Fig. 1: logic cells by family
Bar = 50 µm.
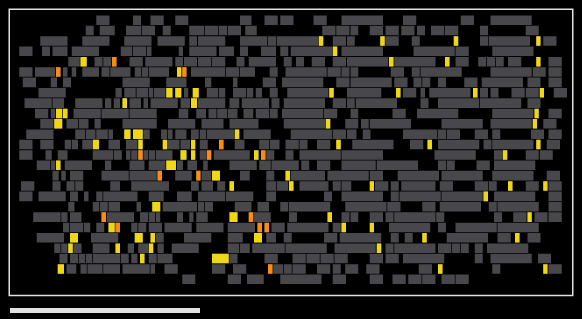
Fig. 2: cells colored by class
Bar = 50 µm. Fill, decap, tap and diode cells in gray.
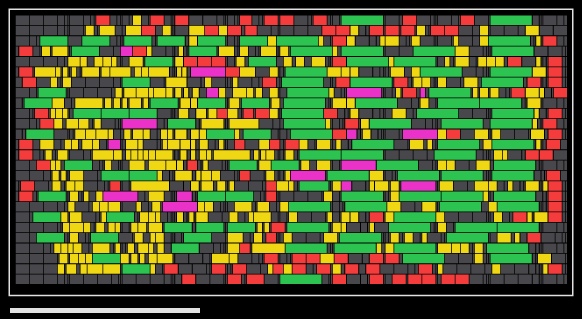
### src/rtl/ram_stream_reader.sv
// ram_stream_reader
//   Streams a block of words out of a 1-cycle-latency synchronous RAM.
//   A job is started in IDLE with a base address and a word count. The
//   block issues one RAM read per cycle while the issue credit allows it,
//   collects the returned words in a 2-entry FIFO and presents them on a
//   valid/ready stream in address order (addresses wrap modulo the depth).
//
//   state | meaning
//   ------+-----------------------------------------------------------
//   IDLE  | waiting for start_i; zero-length start pulses done_o
//   READ  | issuing reads, one per cycle within credit
//   DRAIN | all reads issued; waiting for the last word to be accepted
//
// Ports
//   clk_i         clock
//   rst_i         synchronous active-high reset
//   start_i       start request, sampled only in IDLE
//   base_addr_i   first word address
//   len_i         word count, 0..RAM_WORDS_SIZE
//   busy_o        high while not IDLE
//   done_o        one-cycle pulse at job end
//   ram_r_addr_o  RAM read address
//   ram_data_i    RAM read data, valid one cycle after the address
//   data_o        stream data (FIFO head)
//   valid_o       stream valid (FIFO not empty)
//   ready_i       stream ready
module ram_stream_reader #(
  parameter int RAM_WORDS_SIZE  = 256,
  parameter int RAM_WORDS_WIDTH = 32,
  localparam int AW             = $clog2(RAM_WORDS_SIZE)
) (
  input  logic                       clk_i,
  input  logic                       rst_i,
  input  logic                       start_i,
  input  logic [AW-1:0]              base_addr_i,
  input  logic [AW:0]                len_i,
  output logic                       busy_o,
  output logic                       done_o,
  output logic [AW-1:0]              ram_r_addr_o,
  input  logic [RAM_WORDS_WIDTH-1:0] ram_data_i,
  output logic [RAM_WORDS_WIDTH-1:0] data_o,
  output logic                       valid_o,
  input  logic                       ready_i
);

  typedef enum logic [1:0] {
    S_IDLE  = 2'd0,
    S_READ  = 2'd1,
    S_DRAIN = 2'd2
  } state_e;

  state_e               state_q, state_d;
  logic [AW-1:0]        addr_q, addr_d;         // next address to issue
  logic [AW-1:0]        last_addr_q, last_addr_d; // last issued address
  logic [AW:0]          iss_left_q, iss_left_d; // reads still to issue
  logic [AW:0]          out_left_q, out_left_d; // words still to be accepted
  logic                 inflight_q, inflight_d; // read issued last cycle
  logic                 done_q, done_d;

  logic [RAM_WORDS_WIDTH-1:0] fifo_q [2];
  logic                       wr_ptr_q, rd_ptr_q;
  logic [1:0]                 count_q, count_d;

  logic       push, pop, issue;
  logic [1:0] occ_eff;

  assign push = inflight_q;
  assign pop  = (count_q != 2'd0) && ready_i;

  // Occupancy the FIFO would have after this edge if nothing new were
  // issued: entries held plus the word arriving, minus the one leaving.
  // count_q + inflight_q never exceeds 3, so two bits suffice.
  assign occ_eff = count_q + {1'b0, inflight_q} - {1'b0, pop};
  assign issue   = (state_q == S_READ) && (occ_eff < 2'd2) && (iss_left_q != '0);

  always_comb begin
    state_d     = state_q;
    addr_d      = addr_q;
    last_addr_d = last_addr_q;
    iss_left_d  = iss_left_q;
    out_left_d  = out_left_q;
    inflight_d  = issue;
    done_d      = 1'b0;
    count_d     = count_q + {1'b0, push} - {1'b0, pop};

    case (state_q)
      S_IDLE: begin
        if (start_i) begin
          if (len_i != '0) begin
            addr_d     = base_addr_i;
            iss_left_d = len_i;
            out_left_d = len_i;
            state_d    = S_READ;
          end else begin
            done_d = 1'b1;
          end
        end
      end
      S_READ: begin
        if (issue) begin
          addr_d      = addr_q + AW'(1);
          last_addr_d = addr_q;
          iss_left_d  = iss_left_q - (AW+1)'(1);
          if (iss_left_q == (AW+1)'(1)) begin
            state_d = S_DRAIN;
          end
        end
      end
      S_DRAIN: begin
      end
      default: state_d = S_IDLE;
    endcase

    // Accepted words are counted in any active state; the final one can
    // only arrive in DRAIN since data trails its read by two edges.
    if (state_q != S_IDLE && pop) begin
      out_left_d = out_left_q - (AW+1)'(1);
      if (out_left_q == (AW+1)'(1)) begin
        state_d = S_IDLE;
        done_d  = 1'b1;
      end
    end
  end

  always_ff @(posedge clk_i) begin
    if (rst_i) begin
      state_q     <= S_IDLE;
      addr_q      <= '0;
      last_addr_q <= '0;
      iss_left_q  <= '0;
      out_left_q  <= '0;
      inflight_q  <= 1'b0;
      done_q      <= 1'b0;
      count_q     <= 2'd0;
      wr_ptr_q    <= 1'b0;
      rd_ptr_q    <= 1'b0;
      fifo_q[0]   <= '0;
      fifo_q[1]   <= '0;
    end else begin
      state_q     <= state_d;
      addr_q      <= addr_d;
      last_addr_q <= last_addr_d;
      iss_left_q  <= iss_left_d;
      out_left_q  <= out_left_d;
      inflight_q  <= inflight_d;
      done_q      <= done_d;
      count_q     <= count_d;
      if (push) begin
        fifo_q[wr_ptr_q] <= ram_data_i;
        wr_ptr_q         <= ~wr_ptr_q;
      end
      if (pop) begin
        rd_ptr_q <= ~rd_ptr_q;
      end
    end
  end

  // The address is shown combinationally in the issuing cycle and held
  // at the last issued value otherwise.
  assign ram_r_addr_o = issue ? addr_q : last_addr_q;
  assign busy_o       = (state_q != S_IDLE);
  assign done_o       = done_q;
  assign valid_o      = (count_q != 2'd0);
  assign data_o       = valid_o ? fifo_q[rd_ptr_q] : '0;

endmodule

### config.mk
export PLATFORM = sky130hd
export DESIGN_NAME = ram_stream_reader
export DESIGN_NICKNAME = d
export VERILOG_FILES = /design/src/rtl/ram_stream_reader.sv
export SDC_FILE = /design/constraint.sdc
export NUM_CORES = 1
export LEC_CHECK = 0
export CAP_MARGIN = 20
export CORE_ASPECT_RATIO = 0.5
export CORE_UTILIZATION = 50
export DETAILED_ROUTE_END_ITERATION = 8
export PLACE_DENSITY = 0.74
export SYNTH_ARGS = -nofsm -noshare
export SYNTH_HDL_FRONTEND = slang
export SYNTH_SLANG_ARGS = --single-unit
### constraint.sdc
create_clock -name clk_i -period 5.68 [get_ports clk_i]
set_input_delay 1.704 -clock clk_i [delete_from_list [all_inputs] [get_ports clk_i]]
set_output_delay 1.704 -clock clk_i [all_outputs]
set_load 0.005 [all_outputs]
==> GITHUB_STEP_SUMMARY <==
### Metrics collected by this job

| Metric | Value |
|---|---|
| Seq cells | `107` |
| Clkbuf count | `9` |
| Post-synth ARST share | `0` |
| Signal buf overhead | `0.156` |
| Final Critical Period | `5.45 ns` |
| Area growth syn-to-layout | `26.2%` |
| Sink Count | `between 100 and 150` |
| #MultiIn Comb | `338` |
| Hold depth | `2` |
| Full die area | `around 0.011 mm²` |
| Tot Pwr | `about 2.5 mW` |
| Cell Count, Final, Fillers Out | `723` |
| Unrepaired setup endpoints after global routing | `no` |
| Io pins | `96` |
| Vias per cell | `about 5.5` |
| CTS max path bufs | `2` |
| Final setup vio count | `0` |
| Slowest stage delay, CP | `~0.44 ns` |
| Hold Vio Cnt, Final | `0` |
| Chip Area, Yosys | `around 0.0053 mm²` |
| Post-route ant nets | `0` |
| CTS Hold Bufs | `0` |
| Non-CTS buffers | `107` |
| Floorplan net count | `approximately 550` |
| Critical-path cell list | `dlymetal6s2s_1, and2_4, ha_1, inv_1, ha_1, xnor3_2, o311ai_4, mux2_2, clkdlybuf4s50_1` |
| Hold Path Sink | `iss_left_q[7]$_SDFFE_PP0P_` |
| Synthesis Warnings | `0` |
| DR iter-0 viols | `between 150 and 200` |
| Simple-gate portion of the synthesized area | `0.214` |
| Yosys cell types | `between 50 and 60` |
| Max-cap violations | `0` |
| P_leak | `2.44 nW` |
| Width of the die | `~150 µm` |
| Routed WL | `10900 µm` |
| Final #Nets | `roughly 640` |
| Htree depth | `3` |
| Hold Path Class | `register to register` |
| Post-CTS resize count | `4` |
| Worst path arrival time | `about 3.8 ns` |
| Synthesized netlist cell count | `roughly 490` |
| Commonest flop | `edfxtp_1` |
| R2r setup slk | `~3.2 ns` |
| Mapped cell area | `0.00529 mm²` |
| Setup crit start kind | `primary input` |
| Fmax | `between 150 and 200 MHz` |
| Hold Crit Start | `iss_left_q[7]$_SDFFE_PP0P_` |
| Port buffer count | `between 90 and 100` |
| DR pass1 iterations | `4` |
| CP endpoint kind | `primary output` |
| Root Driver | `clkbuf_16` |
| Post CTS Setup Buffer Count | `0` |
| Fp util | `0.517` |
| GRT overflow | `0` |
| Peak VDD IR | `between 150 and 200 µV` |
| Yosys cell count | `slightly below 500` |
| CP startpoint | `ready_i` |
| R2r endpoint | `iss_left_q[7]$_SDFFE_PP0P_` |
| Seq/Total Area, Yosys | `0.526` |
| Routed vias | `around 4000` |
| Status | `finished clean` |
| Drt wl/cell | `15.1 µm` |
| Layout filler cell count | `~850` |
| Share of cells above drive strength 1 | `0.0995` |
| Crit path required time | `3.98 ns` |
| Inserted Diodes | `0` |
| Insertion Delay late pin | `~0.34 ns` |
| Flop area | `about 0.0028 mm²` |
| Final period utilization | `0.960` |
| MI comb area | `0.00234 mm²` |
| Aoi share | `0.113` |
| Total global-route track usage | `0.206` |
| Tool warning count | `30` |
| EDFF count, synth | `around 64` |
| Clock skew | `about 0.0095 ns` |
| Adder share | `0.0189` |
| Die Y | `about 75 µm` |
| Transition time of the tightest slew-check pin | `between 1 and 1.5 ns` |
| Num CTS Buffers | `9` |
| Most common cell on crit path | `ha_1` |
| Mux share | `0.0832` |
| Clock slew at reported path FFs | `approximately 0.07 ns` |
| # DRC | `0` |
| R2r worst-path depth | `12` |
| Placed cells | `slightly above 700` |
| Tap Cells | `roughly 140` |
| Clock-cell share of area | `0.0422` |
| GPL Wtd Cong | `~0.8` |
| Slowest CP cell | `clkdlybuf4s50_1` |
| Hpwl dp | `approximately 7200 µm` |
| Initial antenna violation count | `0` |
| Synth logic family | `simple AND/OR/NAND/NOR gates` |
| Core box area | `between 0.01 and 0.015 mm²` |
| Ys flops | `between 100 and 150` |
About Fig. 1:
color	family	cells	most used
orange	inv cells	15	inv_1
yellow	nor cells	71	nor2_1

About Fig. 2:
color	class	cells
red	remaining buffers and delay cells	107
yellow	remaining logic cells	353
green	registers	107
magenta	clock drivers and dummy loads	16
Util after Layout: 0.652
Rows: 26
sequential share of cell area: 0.417

-- where the power goes --
part / internal, mW / switching, mW / leakage [nW]
combinational: 0.456 / 0.395 / 1.29
sequential: 0.920 / 0.103 / 1.02
clock: 0.303 / 0.285 / 0.132
-- layer usage --
metal,vias up,global-route usage,part of all wire
li1,1953,-,-
met2,99,0.374,0.50
met4,0,0.0561,0.014
met5,-,0,0
met3,13,0.0412,0.041
met1,1933,0.259,0.45
-- per-stage QoR --
stage	instance area [µm²]	hold WS (ns)	setup WS (ns)	TNS, ns
CTS	6660	0.477	-0.132	-0.768
global route	6680	0.503	0.104	0
floorplan	5290	0.433	0.643	0
detailed placement	6370	0.461	-0.381	-2.69
global placement	6370	0.448	-0.298	-1.99
finish	6680	0.483	0.226	0
-- logic make-up after synthesis --
logic type,count (synthesis)
XOR/XNOR,4
adder cells (fa/ha/maj),8
AND-OR/OR-AND,75
buffers and inverters,47
flip-flops,107
multiplexers,43
AND/OR/NAND/NOR,208
-- flip-flops by register name, indices dropped and copies added (netlist names), 2 cells and up, named ones only --
register,count
last_addr_q,8
iss_left_q,9
out_left_q,9
fifo_q,64
count_q,2
state_q,2
addr_q,8
-- critical path, delay by kind of cell --
kind | cells | cell delay (ns)
adder cells (fa/ha/maj) | 2 | 0.41
XOR/XNOR | 1 | 0.30
multiplexers | 1 | 0.40
AND/OR/NAND/NOR | 1 | 0.14
buffers and inverters | 3 | 0.63
AND-OR/OR-AND | 1 | 0.16
-- cell usage in the layout (no fill, tap or decap), types with 3 or more instances in the layout --
cell type | synthesis | layout
or4_1 | 6 | 6
nand2_1 | 21 | 21
a31oi_1 | 6 | 6
or2_2 | 4 | 4
xnor2_1 | 3 | 3
nor2b_1 | 3 | 3
a21oi_1 | 20 | 20
mux2_2 | 8 | 7
nor4_1 | 3 | 3
buf_4 | 1 | 12
nor2_1 | 51 | 50
nand3_1 | 12 | 12
a22oi_1 | 3 | 3
inv_1 | 15 | 15
o32ai_1 | 5 | 5
o221a_2 | 3 | 3
nor3_1 | 11 | 11
dfxtp_1 | 43 | 42
o22ai_1 | 4 | 4
edfxtp_1 | 64 | 64
clkbuf_16 | 0 | 9
mux2i_1 | 35 | 35
nand4_1 | 5 | 5
and2_1 | 76 | 75
a221oi_2 | 4 | 4
o21ai_0 | 7 | 7
clkdlybuf4s50_1 | 0 | 92
and3_1 | 4 | 4
ha_1 | 8 | 8
o221ai_1 | 4 | 4
-- cells in the mapped netlist, drive strengths merged (3+ instances only) --
library cell  count  area, µm²
ha                8        100
or4               7       56.3
edfxtp           64       1920
or2               4       25.0
a21oi            20        100
mux2i            35        350
o32ai             6       60.1
o221a             3       33.8
nor2b             3       18.8
xnor2             3       26.3
nor3             11       55.1
nor3b             3       27.5
a22oi             3       22.5
nor2             51        191
o221ai            4       35.0
o21ai             9       45.0
and2             76        475
mux2              8       90.1
nand2            22       98.9
o22ai             4       25.0
a221oi            6       77.6
buf              10       52.6
and3              4       25.0
nand3            12       60.1
a31oi             6       37.5
nor4              3       18.8
dfxtp            43        861
inv              15       56.3
nand4             5       31.3
clkbuf           22       82.6
Power and IR drop assume default switching activity.
